--- config.mk ---
export PLATFORM = sky130hd
export DESIGN_NAME = seq_gen
export DESIGN_NICKNAME = d
export VERILOG_FILES = /design/src/rtl/seq_pkg.sv /design/src/rtl/seq_gen_shreg.sv /design/src/rtl/seq_gen.sv
export SDC_FILE = /design/constraint.sdc
export NUM_CORES = 1
export LEC_CHECK = 0
export CAP_MARGIN = 25
export CORE_MARGIN = 10
export CORE_UTILIZATION = 32
export DETAILED_ROUTE_END_ITERATION = 10
export PLACE_DENSITY = 0.52
export SLEW_MARGIN = 25
export SYNTH_ARGS = -nofsm -noshare
export SYNTH_HDL_FRONTEND = slang
export SYNTH_SLANG_ARGS = --single-unit
--- constraint.sdc ---
create_clock -name clk -period 5.78 [get_ports clk]
set_clock_uncertainty 0.2 [all_clocks]
set_input_delay 1.156 -clock clk [delete_from_list [all_inputs] [get_ports clk]]
set_output_delay 1.156 -clock clk [all_outputs]
set_load 0.005 [all_outputs]
--- src/rtl/seq_pkg.sv ---
// seq_pkg: shared types and defaults for the seq_gen serial pattern transmitter.
// Optional feature macro used by seq_gen: SEQ_GEN_GAP_EN (one idle cycle between passes).
package seq_pkg;

  // Default geometry of the transmitter
  localparam int DEF_WIDTH = 8;
  localparam int DEF_REP_W = 4;
  localparam int LEN_W     = $clog2(DEF_WIDTH) + 1;

  // Controller states; GAP is only reachable when SEQ_GEN_GAP_EN is defined
  typedef enum logic [1:0] {
    IDLE  = 2'd0,
    SHIFT = 2'd1,
    GAP   = 2'd2,
    DONE  = 2'd3
  } seq_gen_state_t;

  // Commands from the controller to the pattern register
  typedef enum logic [2:0] {
    SR_HOLD   = 3'd0,  // keep everything
    SR_LOAD   = 3'd1,  // capture pattern/length, present first bit
    SR_STEP   = 3'd2,  // move to the next lower bit
    SR_RELOAD = 3'd3,  // restart the pattern, present its first bit now
    SR_REARM  = 3'd4,  // restart the pattern, but drive 0 this cycle (gap)
    SR_SHOW   = 3'd5,  // present the bit at the current index
    SR_BLANK  = 3'd6   // drive 0
  } shreg_cmd_t;

endpackage

--- src/rtl/seq_gen_shreg.sv ---
// seq_gen_shreg: stored pattern, bit index and registered serial output bit.
// The pattern is captured once per load and never modified, so every pass
// replays identical data.
module seq_gen_shreg
  import seq_pkg::*;
#(
  parameter int WIDTH = DEF_WIDTH
) (
  input  logic                   clk,
  input  logic                   rst,
  input  shreg_cmd_t             cmd,
  input  logic [WIDTH-1:0]       load_data,
  input  logic [$clog2(WIDTH):0] load_len,   // already clamped to WIDTH
  output logic                   x,
  output logic                   last        // index points at bit 0
);

  localparam int IDX_W = $clog2(WIDTH);
  localparam logic [IDX_W:0]   LEN_ONE = 1;
  localparam logic [IDX_W-1:0] IDX_ONE = 1;

  logic [WIDTH-1:0] pattern_reg;
  logic [IDX_W:0]   len_reg;
  logic [IDX_W-1:0] idx_reg;
  logic             x_reg;

  logic [IDX_W-1:0] load_top;
  logic [IDX_W-1:0] len_top;
  logic [IDX_W-1:0] idx_dec;

  // Index of the first (most significant) bit of the active window and the next index
  always_comb begin
    load_top = IDX_W'(load_len - LEN_ONE);
    len_top  = IDX_W'(len_reg - LEN_ONE);
    idx_dec  = idx_reg - IDX_ONE;
  end

  // Pattern storage and serial bit selection, one command per cycle
  always_ff @(posedge clk or negedge rst) begin
    if (!rst) begin
      pattern_reg <= '0;
      len_reg     <= '0;
      idx_reg     <= '0;
      x_reg       <= 1'b0;
    end else begin
      case (cmd)
        SR_LOAD: begin
          pattern_reg <= load_data;
          len_reg     <= load_len;
          if (load_len != '0) begin
            idx_reg <= load_top;
            x_reg   <= load_data[load_top];
          end else begin
            idx_reg <= '0;
            x_reg   <= 1'b0;
          end
        end
        SR_STEP: begin
          idx_reg <= idx_dec;
          x_reg   <= pattern_reg[idx_dec];
        end
        SR_RELOAD: begin
          idx_reg <= len_top;
          x_reg   <= pattern_reg[len_top];
        end
        SR_REARM: begin
          idx_reg <= len_top;
          x_reg   <= 1'b0;
        end
        SR_SHOW:  x_reg <= pattern_reg[idx_reg];
        SR_BLANK: x_reg <= 1'b0;
        default: ;
      endcase
    end
  end

  assign x    = x_reg;
  assign last = (idx_reg == '0);

endmodule

--- src/rtl/seq_gen.sv ---
// seq_gen: serial test-pattern transmitter with valid/ready load port.
// Sends load_len bits of load_data MSB-of-window first, load_rep+1 times,
// then pulses done for one cycle. Define SEQ_GEN_GAP_EN to insert one idle
// cycle (x_valid=0) between consecutive passes.
module seq_gen
  import seq_pkg::*;
#(
  parameter int WIDTH = DEF_WIDTH,
  parameter int REP_W = DEF_REP_W
) (
  input  logic                   clk,
  input  logic                   rst,
  input  logic                   load_valid,
  output logic                   load_ready,
  input  logic [WIDTH-1:0]       load_data,
  input  logic [$clog2(WIDTH):0] load_len,
  input  logic [REP_W-1:0]       load_rep,
  output logic                   x,
  output logic                   x_valid,
  output logic                   busy,
  output logic                   done
);

  localparam int LEN_BITS = $clog2(WIDTH) + 1;
  localparam logic [LEN_BITS-1:0] LEN_MAX = LEN_BITS'(WIDTH);
  localparam logic [REP_W-1:0]    REP_ONE = 1;

  seq_gen_state_t      state_reg;
  logic [REP_W-1:0]    rep_reg;
  logic                load_ready_reg;
  logic                x_valid_reg;
  logic                busy_reg;
  logic                done_reg;

  logic [LEN_BITS-1:0] eff_len;
  shreg_cmd_t          cmd;
  logic                last_bit;

  // Over-long requests are clamped to the register width
  always_comb begin
    eff_len = (load_len > LEN_MAX) ? LEN_MAX : load_len;
  end

  // Pattern register command for this cycle, derived from the current state
  always_comb begin
    cmd = SR_HOLD;
    case (state_reg)
      IDLE: if (load_valid) cmd = SR_LOAD;
      SHIFT: begin
        if (!last_bit) begin
          cmd = SR_STEP;
        end else if (rep_reg != '0) begin
`ifdef SEQ_GEN_GAP_EN
          cmd = SR_REARM;
`else
          cmd = SR_RELOAD;
`endif
        end else begin
          cmd = SR_BLANK;
        end
      end
`ifdef SEQ_GEN_GAP_EN
      GAP: cmd = SR_SHOW;
`endif
      default: cmd = SR_HOLD;
    endcase
  end

  seq_gen_shreg #(
    .WIDTH(WIDTH)
  ) u_shreg (
    .clk       (clk),
    .rst       (rst),
    .cmd       (cmd),
    .load_data (load_data),
    .load_len  (eff_len),
    .x         (x),
    .last      (last_bit)
  );

  // Controller FSM with repeat counter and registered handshake/status outputs
  always_ff @(posedge clk or negedge rst) begin
    if (!rst) begin
      state_reg      <= IDLE;
      rep_reg        <= '0;
      load_ready_reg <= 1'b1;
      x_valid_reg    <= 1'b0;
      busy_reg       <= 1'b0;
      done_reg       <= 1'b0;
    end else begin
      case (state_reg)
        IDLE: begin
          if (load_valid) begin
            rep_reg        <= load_rep;
            load_ready_reg <= 1'b0;
            busy_reg       <= 1'b1;
            if (eff_len != '0) begin
              state_reg   <= SHIFT;
              x_valid_reg <= 1'b1;
            end else begin
              state_reg <= DONE;
              done_reg  <= 1'b1;
            end
          end
        end
        SHIFT: begin
          if (last_bit) begin
            if (rep_reg != '0) begin
              rep_reg <= rep_reg - REP_ONE;
`ifdef SEQ_GEN_GAP_EN
              state_reg   <= GAP;
              x_valid_reg <= 1'b0;
`endif
            end else begin
              state_reg   <= DONE;
              x_valid_reg <= 1'b0;
              done_reg    <= 1'b1;
            end
          end
        end
`ifdef SEQ_GEN_GAP_EN
        GAP: begin
          state_reg   <= SHIFT;
          x_valid_reg <= 1'b1;
        end
`endif
        DONE: begin
          state_reg      <= IDLE;
          done_reg       <= 1'b0;
          busy_reg       <= 1'b0;
          load_ready_reg <= 1'b1;
        end
        default: begin
          state_reg      <= IDLE;
          x_valid_reg    <= 1'b0;
          done_reg       <= 1'b0;
          busy_reg       <= 1'b0;
          load_ready_reg <= 1'b1;
        end
      endcase
    end
  end

  assign load_ready = load_ready_reg;
  assign x_valid    = x_valid_reg;
  assign busy       = busy_reg;
  assign done       = done_reg;

endmodule

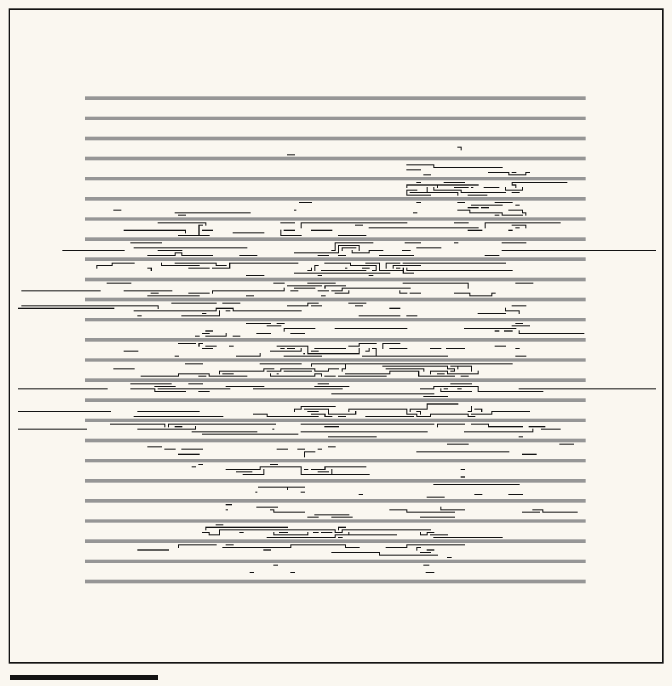
m1.png
Bar = 20 um. Supply wires on this layer in grey.
longest straight run	27.1 um
main direction	horizontal
wire length on this layer	1530 um
routed wire length: 3290 um
number of vias after detailed routing: 1099
global routing met1 resource utilization: 12.1%

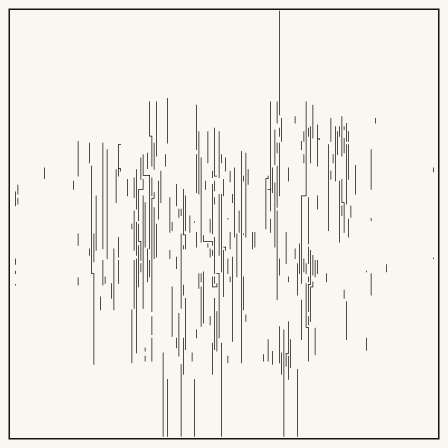
m2.png
wire length on this layer	1550 um
longest straight run	43.5 um
share of all routed wire	47%
main direction	vertical
nets with wire on the layer	159
GRT met2 Usage: 15.3%

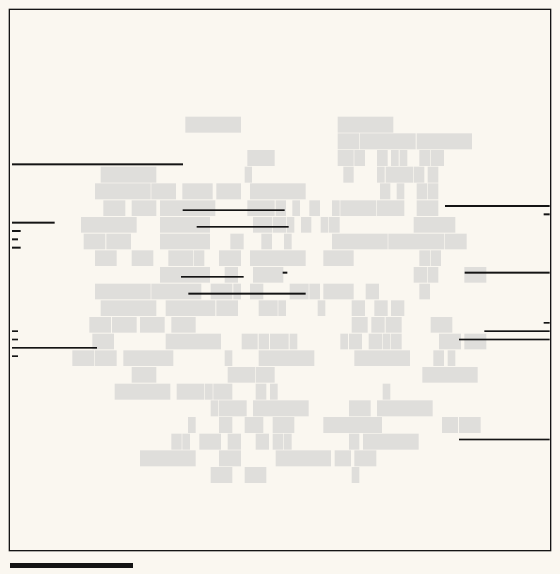
m3.png
Bar = 20 um.
nets with wire on the layer	19
longest straight run	27.6 um
main direction	horizontal
share of all routed wire	5.6%
wire length on this layer	184 um
met3 track demand over resource: 2.88%

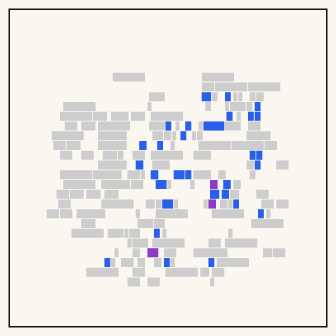
gates.png
colour	family	cells
purple	and/or cells	3
blue	aoi and oai cells	30
count of non-filler cells in the finished layout: 213
multi-input gate share of total cell area: 43.7%
Top cell excl fill/tap: sky130_fd_sc_hd__dfrtp_1

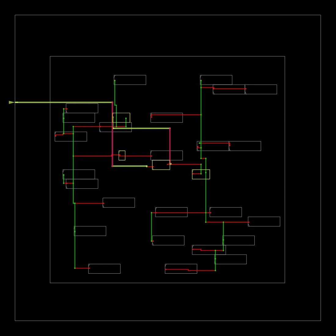
clock_nets.png
source-to-sink clock delay at the later pin of the worst-skew pair: 270 ps
total CTS buffers: 3
final-layout clock buffer total: 3

==> commit_impl_results.txt <==
Store results of the implementation flow

* Post-CTS Setup Bufs: 0
- In this run, power in combinational logic comes to 433 uW.
* Die span in x: 88.1 um
* Count of cells resized by post-cts repair: 0
* Area of the core: 4410 um2
- The iteration count recorded for the first detailed-route pass is 4.
- Derived from the worst setup path, the maximum achievable clock frequency is 0.318 GHz.
* Async set-reset flop share out of synthesis: 100%
* Hold violation count in the final report: 0
* Dominant comb cell: multiplexers
- Counting stages on the worst path, the most repeated cell is sky130_fd_sc_hd__inv_1.
- Required time of the critical path: 5750 ps
* Main flop type: sky130_fd_sc_hd__dfrtp_1
* Violation count after the first detailed-routing iteration: 47
* Final cell utilization of the core: 40.9%
* Sw Share: 36.5%
- Among all cell types in the netlist, the one instantiated most often is sky130_fd_sc_hd__dfrtp_1.
- Number of maximum-capacitance violations: 0
* Adders+Majority by Area: 5.91%
* Cell area after placement: 1760 um2
- Worst-case clock buffer depth: 2
- Share of layout cells above drive strength 1: 16.1%
- Net switching power of the design: 314 uW
* Status: finished clean
- Tally of OpenROAD warnings: 29
- Yosys reports the multiplexer fraction of the synthesized area as 17.3%.
* Worst-case register-to-register setup slack: 3450 ps
- LEAKAGE: 0.000762 uW
- Endpoint of the worst setup timing path: u_shreg.x$_DFFE_PN0P_
* RePlAce Congestion: 0.792
- Rows: 24
* Largest power group: combinational cells
- The synthesis report lists the most area-consuming cells as sky130_fd_sc_hd__dfrtp_1 41%, sky130_fd_sc_hd__mux4_2 9.1%, sky130_fd_sc_hd__mux2_2 6.8%, sky130_fd_sc_hd__ha_1 5.9%, sky130_fd_sc_hd__a21oi_1 3.0%.
- The cell type that accounts for the most area after synthesis is sky130_fd_sc_hd__dfrtp_1.
- Aggregate global-route resource usage: 9.47%
- After clock tree synthesis, the clock-pin slew on the worst setup and hold paths is 90 ps.
- For reference, simple AND, OR, NAND and NOR cells occupy 14.6% of the area reported after synthesis.
* Number of nets with antenna violations after detailed routing: 0
- Via density per instance: 5.16
- Syn_nets: 164
* Pwr/cell area: 476 nW/um2
* Sequential group share of total power: 37.3%
- Maximum net fanout on the critical path: 4
- Looking at the VDD voltage map, the peak drop is 0.225 mV.
- Starting Density: 33.6%
* Combinational Area: 788 um2
- Fin. max-slew vios: 0
- Mapped cell area: 1480 um2
* Post-synth tally of flip-flops with integrated enable: 0
- Average detailed-routed wire length per instance: 15.4 um
- The slowest stage of the critical path belongs to the cell sky130_fd_sc_hd__clkdlybuf4s50_1.
* Cell internal power dissipation: 546 uW
- Arr. time, crit path: 3110 ps
- Per the post-synthesis stats, the area per cell is 10.7 um2.
- Detailed placement finished with a half-perimeter wire length of 2520 um.
## critical path: cells and delay by family
kind,cells,cell delay (ps)
buffers and inverters,3,710
and+or+nand+nor,2,410
adders and majority gates,1,310
muxes,1,310
AOI/OAI and AO/OA,1,200
## layout make-up
cell class | instances | area share [%]
well taps | 52 | 3.60
flip-flops and latches | 25 | 34.7
clock buffers | 3 | 2.29
clock inverters | 1 | 0.277
inverters | 11 | 2.29
multi-input cells | 97 | 43.7
repair buffers | 24 | 13.2
## routing by layer
layer | share of wire (%) | track usage (%)
met5 | 0 | 0
met1 | 46 | 12.1
met4 | 0.85 | 2.14
met2 | 47 | 15.3
met3 | 5.6 | 2.88
Power and IR drop assume default switching activity.
